--- src/rtl/hazard_unit.sv ---
// hazard_unit
//   Hazard and forwarding unit for the five-stage RV32I forwarding core.
//   A three-slot scoreboard (EX, MEM, WB) mirrors the back end of the pipe.
//   The scoreboard drives the ID-stage operand forwarding selects, the
//   load-use stall and the redirect flushes.
//
// Ports
//   clk_i          core clock, rising edge
//   rst_n_i        asynchronous active-low reset; forces every output to its idle value
//   id_valid_i     ID holds a real instruction (0 = bubble)
//   id_rs1_i/rs2_i ID source registers
//   id_use_r1_i/r2_i  source operand is actually read
//   id_rd_i, id_we_i, id_is_load_i  destination tag of the ID instruction
//   ex_redirect_i  EX resolved a taken branch / jal / jalr this cycle
//   stall_o        hold PC and IF/ID, bubble into ID/EX
//   flush_ifid_o, flush_idex_o  clear the front pipeline registers
//   fwd_rs1_sel_o/fwd_rs2_sel_o 00 regfile, 01 EX, 10 MEM, 11 WB
//   stall_cnt_o    saturating count of load-use stall cycles since reset
module hazard_unit #(
  parameter int CNT_W = 16
) (
  input  logic             clk_i,
  input  logic             rst_n_i,
  input  logic             id_valid_i,
  input  logic [4:0]       id_rs1_i,
  input  logic [4:0]       id_rs2_i,
  input  logic             id_use_r1_i,
  input  logic             id_use_r2_i,
  input  logic [4:0]       id_rd_i,
  input  logic             id_we_i,
  input  logic             id_is_load_i,
  input  logic             ex_redirect_i,
  output logic             stall_o,
  output logic             flush_ifid_o,
  output logic             flush_idex_o,
  output logic [1:0]       fwd_rs1_sel_o,
  output logic [1:0]       fwd_rs2_sel_o,
  output logic [CNT_W-1:0] stall_cnt_o
);

  // A slot produces register r only if it is live, writes, and r is not x0.
  function automatic logic slot_writes(input logic       vld,
                                       input logic       we,
                                       input logic [4:0] rd,
                                       input logic [4:0] r);
    return vld && we && (rd == r) && (r != 5'd0);
  endfunction

  // Nearest-first forwarding. A load sitting in EX has no data yet, so the
  // operand reads the regfile (don't-care) while the stall is in effect.
  function automatic logic [1:0] fwd_sel(input logic use_op,
                                         input logic ex_hit,
                                         input logic ex_ld,
                                         input logic mem_hit,
                                         input logic wb_hit);
    if (!use_op)  return 2'b00;
    if (ex_hit)   return ex_ld ? 2'b00 : 2'b01;
    if (mem_hit)  return 2'b10;
    if (wb_hit)   return 2'b11;
    return 2'b00;
  endfunction

  function automatic logic [CNT_W-1:0] sat_inc(input logic [CNT_W-1:0] v);
    return (&v) ? v : v + {{(CNT_W-1){1'b0}}, 1'b1};
  endfunction

  // Scoreboard slots: _p0 = EX, _p1 = MEM, _p2 = WB
  logic             ex_vld_p0, ex_we_p0, ex_ld_p0;
  logic [4:0]       ex_rd_p0;
  logic             mem_vld_p1, mem_we_p1;
  logic [4:0]       mem_rd_p1;
  logic             wb_vld_p2, wb_we_p2;
  logic [4:0]       wb_rd_p2;
  logic [CNT_W-1:0] stall_cnt_q;

  logic use1, use2;
  logic ex_hit1, ex_hit2, mem_hit1, mem_hit2, wb_hit1, wb_hit2;
  logic load_use, stall_raw;
  logic [1:0] sel1, sel2;

  // ID stage: combinational hazard decode against the scoreboard
  always_comb begin
    use1      = id_valid_i && id_use_r1_i;
    use2      = id_valid_i && id_use_r2_i;
    ex_hit1   = slot_writes(ex_vld_p0,  ex_we_p0,  ex_rd_p0,  id_rs1_i);
    ex_hit2   = slot_writes(ex_vld_p0,  ex_we_p0,  ex_rd_p0,  id_rs2_i);
    mem_hit1  = slot_writes(mem_vld_p1, mem_we_p1, mem_rd_p1, id_rs1_i);
    mem_hit2  = slot_writes(mem_vld_p1, mem_we_p1, mem_rd_p1, id_rs2_i);
    wb_hit1   = slot_writes(wb_vld_p2,  wb_we_p2,  wb_rd_p2,  id_rs1_i);
    wb_hit2   = slot_writes(wb_vld_p2,  wb_we_p2,  wb_rd_p2,  id_rs2_i);
    load_use  = ex_ld_p0 && ((use1 && ex_hit1) || (use2 && ex_hit2));
    // The redirect kills the ID instruction anyway, so it overrides the stall.
    stall_raw = load_use && !ex_redirect_i;
    sel1      = fwd_sel(use1, ex_hit1, ex_ld_p0, mem_hit1, wb_hit1);
    sel2      = fwd_sel(use2, ex_hit2, ex_ld_p0, mem_hit2, wb_hit2);
  end

  // Outputs are held idle for as long as reset is asserted.
  assign stall_o       = rst_n_i && stall_raw;
  assign flush_ifid_o  = rst_n_i && ex_redirect_i;
  assign flush_idex_o  = rst_n_i && ex_redirect_i;
  assign fwd_rs1_sel_o = rst_n_i ? sel1 : 2'b00;
  assign fwd_rs2_sel_o = rst_n_i ? sel2 : 2'b00;
  assign stall_cnt_o   = stall_cnt_q;

  // ID -> EX -> MEM -> WB: slot valids and stall counter
  always_ff @(posedge clk_i or negedge rst_n_i) begin
    if (!rst_n_i) begin
      ex_vld_p0   <= 1'b0;
      mem_vld_p1  <= 1'b0;
      wb_vld_p2   <= 1'b0;
      stall_cnt_q <= '0;
    end else begin
      ex_vld_p0  <= id_valid_i && !ex_redirect_i && !stall_raw;
      mem_vld_p1 <= ex_vld_p0;
      wb_vld_p2  <= mem_vld_p1;
      if (stall_raw) stall_cnt_q <= sat_inc(stall_cnt_q);
    end
  end

  // ID -> EX -> MEM -> WB: slot tags, qualified by the valids above
  always_ff @(posedge clk_i) begin
    ex_we_p0  <= id_we_i;
    ex_rd_p0  <= id_rd_i;
    ex_ld_p0  <= id_is_load_i;
    mem_we_p1 <= ex_we_p0;
    mem_rd_p1 <= ex_rd_p0;
    wb_we_p2  <= mem_we_p1;
    wb_rd_p2  <= mem_rd_p1;
  end

endmodule

--- config.mk ---
export PLATFORM = sky130hd
export DESIGN_NAME = hazard_unit
export DESIGN_NICKNAME = d
export VERILOG_FILES = /design/src/rtl/hazard_unit.sv
export SDC_FILE = /design/constraint.sdc
export NUM_CORES = 1
export LEC_CHECK = 0
export ABC_AREA = 1
export CORE_ASPECT_RATIO = 0.6
export CORE_MARGIN = 8
export CORE_UTILIZATION = 50
export CTS_BUF_LIST = sky130_fd_sc_hd__clkbuf_16
export CTS_CLUSTER_SIZE = 24
export DETAILED_ROUTE_END_ITERATION = 10
export PLACE_DENSITY = 0.86
export SLEW_MARGIN = 5
export SYNTH_ARGS = -nofsm -noshare
export SYNTH_HDL_FRONTEND = slang
export SYNTH_SLANG_ARGS = --single-unit
export TNS_END_PERCENT = 100
--- constraint.sdc ---
create_clock -name clk_i -period 3.4 [get_ports clk_i]
set_input_delay 0.85 -clock clk_i [delete_from_list [all_inputs] [get_ports clk_i]]
set_output_delay 0.85 -clock clk_i [all_outputs]
set_load 0.02 [all_outputs]
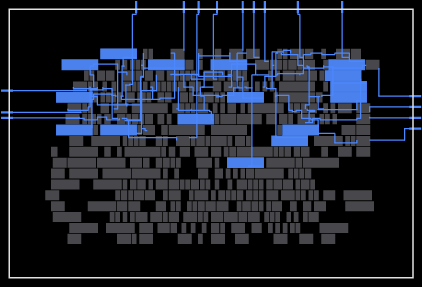
run_1/io_fan.png
Drawn at 4 px/µm.
| color | port | direction | edge | end cells | wire |
|---|---|---|---|---|---|
| blue | stall_cnt_o | output | 9 top, 4 right, 3 left | 16 | 881 µm |
I/O pin total: 46
I/O Buffers: 45

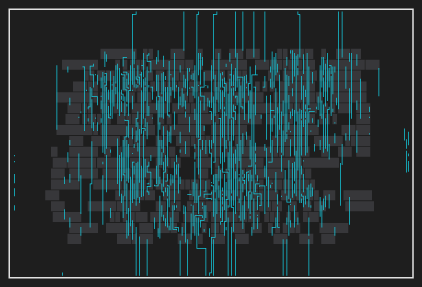
run_1/layer_met2.png
Drawn at 4 px/µm.
longest straight run: 30.8 µm
wire length on this layer: 2830 µm
Total Routed Length: 6.69 mm
GR Util met2: 31.9%
vias after detailed routing: 2258

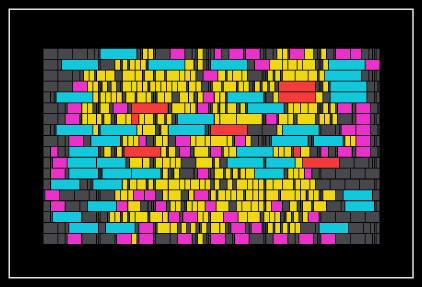
run_1/placement_by_type.png
Drawn at 4 px/µm. Fill, decap, tap and diode cells in gray.
| color | class | cells | share of their area |
|---|---|---|---|
| cyan | flops | 38 | 30% |
| red | clock drivers and dummy loads | 8 | 5.6% |
| yellow | combinational and other logic | 257 | 45% |
| magenta | other buffers and delay cells | 62 | 20% |
Rows: 18
Core ar.: 0.00412 mm²

==> results_slide.txt, run 1 <==
Key Metrics from the Run

Global route
  – First-pass GRT wire length: around 11 mm
  – Global route overflow: 0
  – Met1 Use GR: between 20% and 30%
  – Grt met3 use: 6.86%
  – GR peak layer: met2
  – All-Layer GR Usage: 21.1%
  – Pin count of the biggest net entering global routing: 19
  – Vias in the first global route: 2208
  – Initial antenna violation count: 0

STA
  – Worst-Margin Slew: 0.437 ns
  – PnR worst setup slack: 0.104 ns
  – Hold Violations, Final: 0
  – Max frequency: 0.303 GHz
  – Setup TNS: 0 ns
  – Max Slew Vio Count: 0
  – Min Hold Slack: 0.373 ns
  – Clk_skew: approximately 0.0068 ns
  – Final setup vio count: 0
  – RSZ-0062 raised after global routing: no
  – Rel. slew slack: 70.7%
  – Period utilization: approximately 97%
  – Fin crit period: 3.30 ns

Final layout
  – Fraction of area in registers: 29.4%
  – Final core occ: 70.6%
  – Non-Filler Instances: 425
  – Largest cell class by area: logic gates
  – Filler Cell Count: 339
  – Signal buffers share of area: a little under a fifth
  – Multi-input logic area: 0.00114 mm²
  – Inverters: 34
  – Multi-input gates: 223
  – Layout cells sized above 1: between 10% and 20%
  – P&R area growth vs syn: 35.7%
  – Final instance area: ~0.0029 mm²
  – Multi-input gate share of the layout cell area: 39.1%
  – Antenna diodes: 0
  – Flop count: 38
  – Bufs w/o clock: 62
  – Most frequent logic cell in the layout: nand2_1
  – Max reg flops: 16
  – Clock-cell share of area: 5.50%
  – Most frequent cells in the layout: 106 x nand2_1, 40 x clkdlybuf4s50_1, 29 x inv_1
  – Final nets: 388
  – CLK BUF: 6
  – Register Area: 856 µm²

Synth
  – Gate Count Post-Synth: 300
  – Fraction of registers with async set/reset: 50.0%
  – Top non-seq family: simple AND/OR/NAND/NOR gates
  – EDFF count, synth: 0
  – Number of synthesized register bits: 38
  – Yosys cell count: 300
  – Yosys Chip Area: around 0.0021 mm²
  – MUX share of area: 0%
  – Most common cell in the synthesized netlist: nand2_1
  – Synth top cells by count: 106 x nand2_1, 30 x inv_1, 24 x nor2_1, 22 x nand4_1
  – Synth unique cells: 30
  – Yosys simple share: between 30% and 40%
  – Aoi share: 3.68%
  – Post-synthesis cell area: 0.00214 mm²
  – Xor/xnor share: between 8 and 9%
  – Syn nets: 324
  – Synth Seq Share: between 30% and 40%
  – Adder Share, Synth: 0.583%
  – Post-Syn Area per Cell: 7.15 µm²
  – Ys flop type: dfxtp_1
  – Main area contributors: dfrtp_1 22%, nand2_1 19%, dfxtp_1 18%
  – Yosys top cell area share: between 20 and 25%
  – Yosys warnings: 0
  – Synth area leader: dfrtp_1

Hold path
  – Hold path endpoint: mem_we_p1
  – Hold Path Class: register to register
  – Hold path depth: 0
  – Worst hold start: ex_we_p0

Critical path
  – Critical Path Source: id_rs2_i[0]
  – Worst R2R Path Depth: 9
  – Worst r2r dst: stall_cnt_o[5]
  – CP Depth: 8
  – Setup crit start kind: input port
  – Worst-path fanout max: 4
  – CP max stage delay: 0.47 ns
  – CP max stage cell: clkdlybuf4s50_1
  – CP delay by family, top: simple AND/OR/NAND/NOR gates
  – CP Data Required Time: 2.55 ns
  – Worst path cell trace: clkdlybuf4s50_1, or2_0, nor2_2, nor2_1, nand2_1, o21ai_1, a21oi_1, buf_2
  – R2r setup slk: 1.46 ns
  – Crit path capture type: output port
  – RR Startpoint: stall_cnt_o[0]
  – Setup crit end: fwd_rs2_sel_o[0]
  – CP Class: input port to output port
  – Crit path DAT: 2.45 ns
  – CP bufs+invs: 2

Route
  – Met3 WL: 719 µm
  – TritonRoute pass-1 iters: 5
  – Starting DRT DRC Count: 254
  – Met2 wire len: around 2.8 mm
  – Drt via density: between 5 and 6
  – Metal1 wirelength: 3.03 mm
  – Avg WL per Cell: 15.7 µm
  – Top layer in use: met4
  – ANT nets after route: 0

Placement
  – RePlAce Congestion: 1.00
  – Post-DP Area: between 0.002 and 0.003 mm²
  – Post-DP HPWL: around 5.0 mm
  – Pre-CTS setup slack: -0.265 ns
  – Placed Instances: 417

Floorplanning
  – Die Wd: 101 µm
  – Taps Inserted: 60
  – Die Area: 0.00671 mm²
  – Fp_density: 52.0%

Pwr
  – Combinational Power: 0.122 mW
  – Seq group: 0.479 mW
  – Clock network power: 0.495 mW
  – Sequential share of power: 43.7%
  – Top Consumer: the clock network
  – PwrDens: 377 mW/mm²
  – P_sw: 0.260 mW
  – P_int: 0.837 mW
  – Clock power share: between 40% and 50%
  – IR drop worst, VDD: 0.000193 V
  – Switching part of the total power: 23.7%
  – Power Total: 1.10 mW
  – Lkg Pwr: roughly 1.3 nW
  – Comb pwr share: between 10% and 20%

CTS
  – TritonCTS buffer count: 5
  – # H-tree levels: 2
  – Clk root buf: clkbuf_16
  – CTS Buffer Depth: 2
  – Clk sink count: 38
  – Clk slew on worst S/H paths: about 0.050 ns
  – Hold-fix buffers, CTS: 0
  – CTS tree: yes
  – Post-CTS setup buffers: 0
  – Later-pin clock latency in the skew report: 0.28 ns
  – Post-CTS sizing: 10

Flow run
  – OpenROAD warnings: 26
  – Max Cap Viol: 0

Status
  – Status: completed
run_1/clocks.png
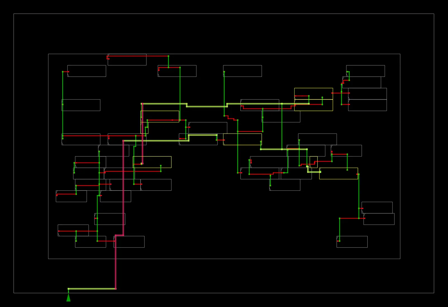

==> inputs of run 2 (changes only) <==
--- a/config.mk
+++ b/config.mk
@@ -8,2 +8,3 @@
 export ABC_AREA = 1
+export CAP_MARGIN = 5
 export CORE_ASPECT_RATIO = 0.6
--- a/constraint.sdc
+++ b/constraint.sdc
@@ -3,2 +3,2 @@
 set_output_delay 0.85 -clock clk_i [all_outputs]
-set_load 0.02 [all_outputs]
+set_load 0.005 [all_outputs]
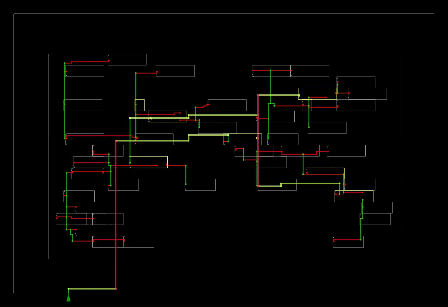
run_2/clocks.png
later-pin clock latency in the skew report: 0.28 ns
CLK BUF: 6
clk_skew: 0.00530 ns
clk sink count: 38
clock network power: 0.503 mW

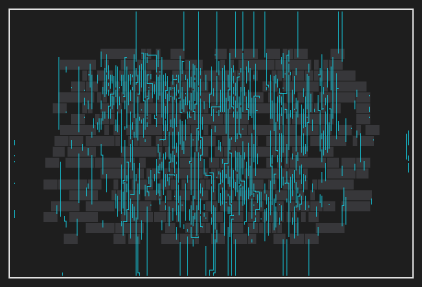
run_2/layer_met2.png
Drawn at 4 px/µm.
share of all routed wire: 40%
wire length on this layer: 2530 µm
longest straight run: 19.4 µm
GR Util met2: 28.6%
vias after detailed routing: 2229
Total Routed Length: 6.30 mm

==> run 2 against run 1 <==
  * Die area is the same
  * Sequential cell count unchanged
  * Cell area increased by 1.2%
  * Fmax down 0.43%
  * Clock skew is 0.0015 ns lower
==> results_slide.txt, run 2 <==
Key Metrics from the Run

Status
  – Status: completed

Synth
  – Yosys top cell area share: 22.2% (unchanged)
  – Syn nets: 324 (unchanged)
  – Gate Count Post-Synth: 300 (unchanged)
  – EDFF count, synth: 0 (unchanged)
  – Top non-seq family: simple AND/OR/NAND/NOR gates
  – Number of synthesized register bits: 38 (unchanged)
  – Fraction of registers with async set/reset: 50.0% (unchanged)
  – Ys flop type: dfxtp_1
  – Aoi share: 3.68% (unchanged)
  – Most common cell in the synthesized netlist: nand2_1
  – Xor/xnor share: 8.98% (unchanged)
  – Yosys cell count: 300 (unchanged)
  – Post-Syn Area per Cell: 7.15 µm² (unchanged)
  – Synth unique cells: 30 (unchanged)
  – Main area contributors: dfrtp_1 22%, nand2_1 19%, dfxtp_1 18%
  – Post-synthesis cell area: 0.00214 mm² (unchanged)
  – Synth Seq Share: 39.9% (unchanged)
  – Yosys Chip Area: 0.00214 mm² (unchanged)

Pwr
  – Combinational Power: 0.117 mW (-4%)
  – PwrDens: 373 mW/mm² (-1.0%)
  – IR drop worst, VDD: 0.000200 V (+3.4%)
  – Clock power share: 45.8% (+0.6 points)
  – Switching part of the total power: 23.7% (+0.055 points)
  – Top Consumer: the clock network
  – Power Total: 1.10 mW (+0.18%)
  – P_sw: 0.261 mW (+0.42%)
  – Lkg Pwr: 1.39 nW (+2.9%)

Critical path
  – Setup crit start kind: input port
  – Setup crit end: fwd_rs1_sel_o[1]
  – Worst R2R Path Depth: 9 (unchanged)
  – CP max stage cell: clkdlybuf4s50_1
  – R2r setup slk: 1.49 ns (+0.03 ns)
  – CP Class: input port to output port
  – CP Depth: 11 (+3)
  – Worst-path fanout max: 3 (-1)
  – RR Startpoint: stall_cnt_o[0]
  – Critical Path Source: id_rs1_i[1]
  – Crit path capture type: output port
  – Crit path DAT: 2.46 ns (about the same)

Route
  – Metal1 wirelength: 2.97 mm (-2.0%)
  – ANT nets after route: 0 (unchanged)
  – TritonRoute pass-1 iters: 5 (unchanged)
  – Met2 wire len: 2.53 mm (-11%)
  – Drt via density: 5.24 (-1.3%)
  – Avg WL per Cell: 14.8 µm (-5.8%)
  – Met3 WL: 707 µm (-1.7%)
  – Top layer in use: met4
  – Starting DRT DRC Count: 244 (-3.9%)

CTS
  – # H-tree levels: 2 (unchanged)
  – Clk root buf: clkbuf_16
  – Clk slew on worst S/H paths: 0.06 ns (about the same)
  – Post-CTS setup buffers: 0 (unchanged)
  – CTS Buffer Depth: 2 (unchanged)
  – TritonCTS buffer count: 5 (unchanged)

Final layout
  – Layout cells sized above 1: 13.4% (-0.27 points)
  – Final core occ: 71.5% (+0.88 points)
  – Multi-input gates: 223 (unchanged)
  – Fraction of area in registers: 29.0% (-0.36 points)
  – Clock-cell share of area: 5.52% (+0.017 points)
  – Most frequent logic cell in the layout: nand2_1
  – Multi-input logic area: 0.00116 mm² (+1.5%)
  – Filler Cell Count: 343 (+1.2%)
  – Flop count: 38 (unchanged)
  – Antenna diodes: 0 (unchanged)

Placement
  – Placed Instances: 416 (-0.24%)
  – Pre-CTS setup slack: -0.194 ns (+0.0718 ns)
  – Post-DP HPWL: 4.80 mm (-4.7%)
  – I/O Buffers: 45 (unchanged)

STA
  – Rel. slew slack: 78.3% (+7.5 points)
  – Min Hold Slack: 0.375 ns (+0.00246 ns)
  – Final setup vio count: 0 (unchanged)
  – Setup TNS: 0 ns (unchanged)
  – Max Slew Vio Count: 0 (unchanged)
  – Fin crit period: 3.31 ns (+0.0142 ns)
  – Period utilization: 97.4% (+0.42 points)
  – Max frequency: 0.302 GHz (-0.43%)

Global route
  – First-pass GRT wire length: 10.3 mm (-4.4%)
  – Pin count of the biggest net entering global routing: 19 (unchanged)
  – Grt met3 use: 6.65% (-0.21 points)
  – Global route overflow: 0 (unchanged)
  – Met1 Use GR: 27.3% (-0.18 points)
  – Initial antenna violation count: 0 (unchanged)

Flow run
  – Max Cap Viol: 0 (unchanged)
  – OpenROAD warnings: 26 (unchanged)

Floorplanning
  – Core ar.: 0.00412 mm² (unchanged)
  – Die Area: 0.00671 mm² (unchanged)
  – Die Wd: 101 µm (unchanged)
  – Taps Inserted: 60 (unchanged)
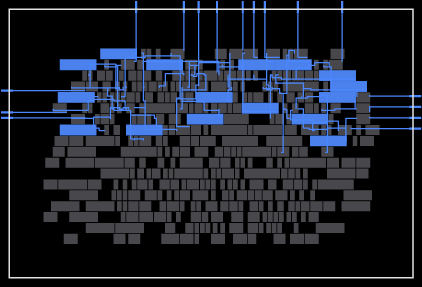
run_2/io_fan.png
Drawn at 4 px/µm.
| color | port | direction | edge | end cells | wire |
|---|---|---|---|---|---|
| blue | stall_cnt_o | output | 9 top, 4 right, 3 left | 16 | 816 µm |

Power figures rest on the tool's default switching activity, not on a simulated workload.
